Design mem_port_arbiter, sky130hd; sources not shown.
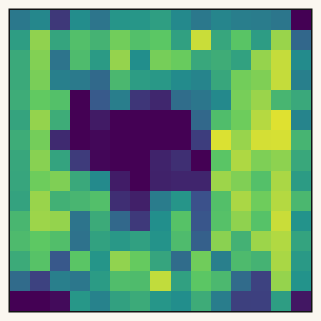
util_map.png
(2 px per µm) 15 x 15 tiles, from dark purple (low) to yellow (high), 0 to 100% covered.
- nearly empty tiles: 8.4%
- mean over tiles: 52%
- emptiest ninth of the die: centre
- fullest tile: 95%
- densest ninth of the die: middle right
Core Area: 21000 µm²
Core Util, Final: 0.581
initial core utilization: 0.409

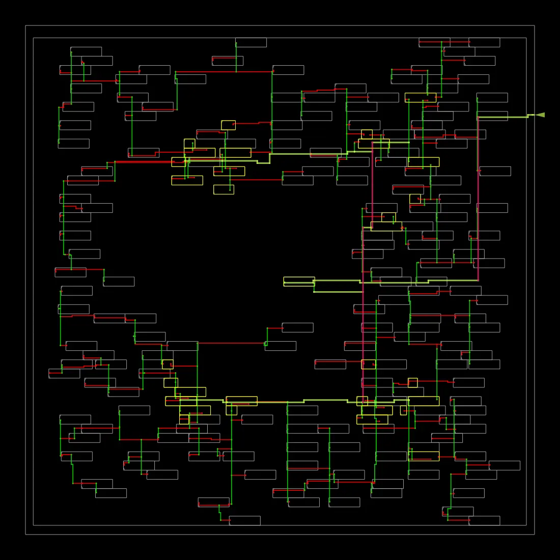
clock_nets.png
CTS Sinks: 172
cts bufs inserted: 17
# clk buffers: 17

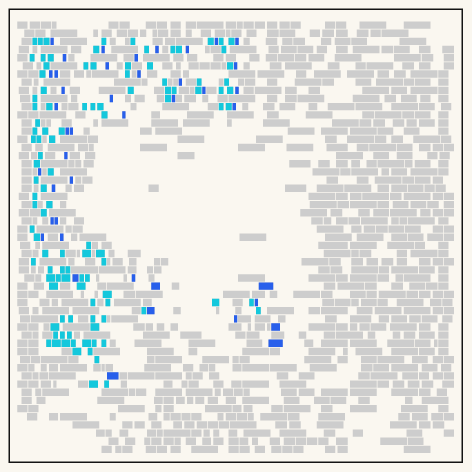
gates.png
(3 px per µm)
- blue: nor cells (cells 42; most used nor2_1)
- cyan: aoi and oai cells (cells 107; most used o21ai_1)
dominant logic cell type in the layout: clkdlybuf4s50_1
logic share of the area: 0.317
Final Non-Filler Cells: 1254

==> metrics.cfg <==
[outcome]
status = finished, final reports clean

[worst_setup_path]
critPathCaptureType = primary output
worstPathCellList = ha_1 > nor2b_2 > nor2b_4 > buf_4 > mux2_4 > clkdlybuf4s50_1
cp_max_fo = 16
worstSetupStartpointType = register
crit_arrival_ps = 2820
worstPathRequired_ps = 3060
rrSetupSlack_ps = 1350
critPathKind = reg2out
cpPeakStageDelay_ps = 540
rr_worst_depth = 7
slowest_stage = nor2b_4
cp_num_cells = 6
path_buffers = 2
crit_family = buffers and inverters

[cts]
root_buffer = clkbuf_16
postCtsSetupRepairBufs = 0
ctsHoldBuffers = 1
htree_levels = 4
clkTransAtPathRegs_ps = 70
clk_latency_ps = 420
tritoncts = done
clock_path_buffers = 2

[logic_synthesis]
ys_types = 39
yosys_cells = 698
logic_family = multiplexers
synth_flop_count = 172
mux_share = 0.239
simple_gate_share = 0.0989
xor_share = 0
syn_area_um2 = 8590
flop_cell = dfrtp_1
async_flop_share = 1.00
netlist_instances = 698
synth_area_per_cell_um2 = 12.3
aoi_share = 0.101
synth-seq-area-share = 0.501

[cells_and_area]
finalNetCount = 1111
nFillCells = 1707
flops = 172
largestClassByArea = sequential cells
buf_share = 0.253
final-clk-cell-share = 0.0467
layout-drive-gt1-share = 0.158
syn_to_final_growth_pct = 42.2
comb_cells = 458
mi_logic_area_um2 = 3870
seq_area_um2 = 4300

[pwr]
pwr-share-clk = 0.169
p_sw_w = 0.00363
p_seq_frac = 0.335
ir_drop_mv = 0.349
leakagePower_nw = 5.13
p_int_w = 0.00695
switching_share = 0.343
powerClk_w = 0.00178
p_seq_w = 0.00354
power_density_nw_per_um2 = 866

[run]
warning_count = 31
cap_viol_max_count = 0

[grt]
grt_pass1_vias = 6605
grt_max_degree = 86
grt_overflow = 0
grt_pass1_wl_um = 34400
grt_usage = 0.193
antenna_found_initial = 0

[floorplanning]
io-pin-count = 276
die_area_um2 = 22700
die_h_um = 151
taps = 275

[timing]
rsz0062_at_grt = false
period_needed_ps = 3360
setup_viol = 0
final.setup_skew_ps = 11.7
finalHoldViolations = 0
tns_ps = 0
relSlewSlack = 0.498
fin_crit_sh = 0.934
max_freq_mhz = 298

[routing]
firstDrtPassIters = 4
via_count = 6509
dr.first_iter.drc_count = 297
via_per_inst = 5.19
routed_wl_um = 22000
drtAntennaViolNets = 0

[min_path]
worstHoldPathCells = 1
hold_class = reg2reg

[place]
hpwl_um = 15500
io_buffers = 275

[cell usage after synthesis (2+ instances only)]
cell,n,area (µm²)
nor2b_1,2,12.5
mux2_1,81,912
dfrtp_1,172,4300
a21oi_1,12,60.1
clkbuf_1,11,41.3
o21ai_1,43,215
nand3_1,32,160
buf_12,6,120
nand2_1,5,18.8
ha_1,7,87.6
mux2_2,20,225
mux2_4,61,916
buf_2,34,170
nor2_1,35,131
a22o_1,24,210
o311ai_1,4,35.0
o21ai_0,5,25.0
o2111ai_1,10,87.6
inv_1,7,26.3
clkinv_1,2,7.51
buf_4,6,45.0
and2_1,71,444
a31oi_1,32,200
[worst register-to-register path, delay by kind of cell (launching register included)]
kind            cells  cell delay (ps)
compound gates      2              250
fa+ha+maj           1              190
buf+inv             3              760
flops               1              440
simple gates        1              470
[stage by stage]
| stage | worst slack [ps] | total power [W] | utilization | hold WS, ps | cell area (µm²) |
|---|---|---|---|---|---|
| after floorplan | 1500 | 0.00653 | - | 244 | 8590 |
| final | 239 | 0.0106 | 0.581 | 493 | 12200 |
| after CTS | 187 | 0.0107 | 0.580 | 494 | 12200 |
| after global routing | 37.6 | 0.0113 | 0.581 | 502 | 12200 |
| after detailed placement | 662 | 0.00885 | 0.552 | 449 | 11600 |
| after global placement | 693 | 0.00869 | 0.552 | 446 | 11600 |
[routing by layer]
layer  vias to the layer above  share of wire  track usage
met1                      3192           0.44        0.248
li1                       3045              -            -
met3                        30          0.077       0.0579
met5                         -              0            0
met2                       242           0.47        0.317
met4                         0          0.018       0.0557
[cells by family after synthesis]
logic type	Yosys count
DFF	172
adders and majority gates	7
buffers and inverters	68
muxes	162
AOI/OAI and AO/OA	134
and+or+nand+nor	155
Power figures rest on the tool's default switching activity, not on a simulated workload.
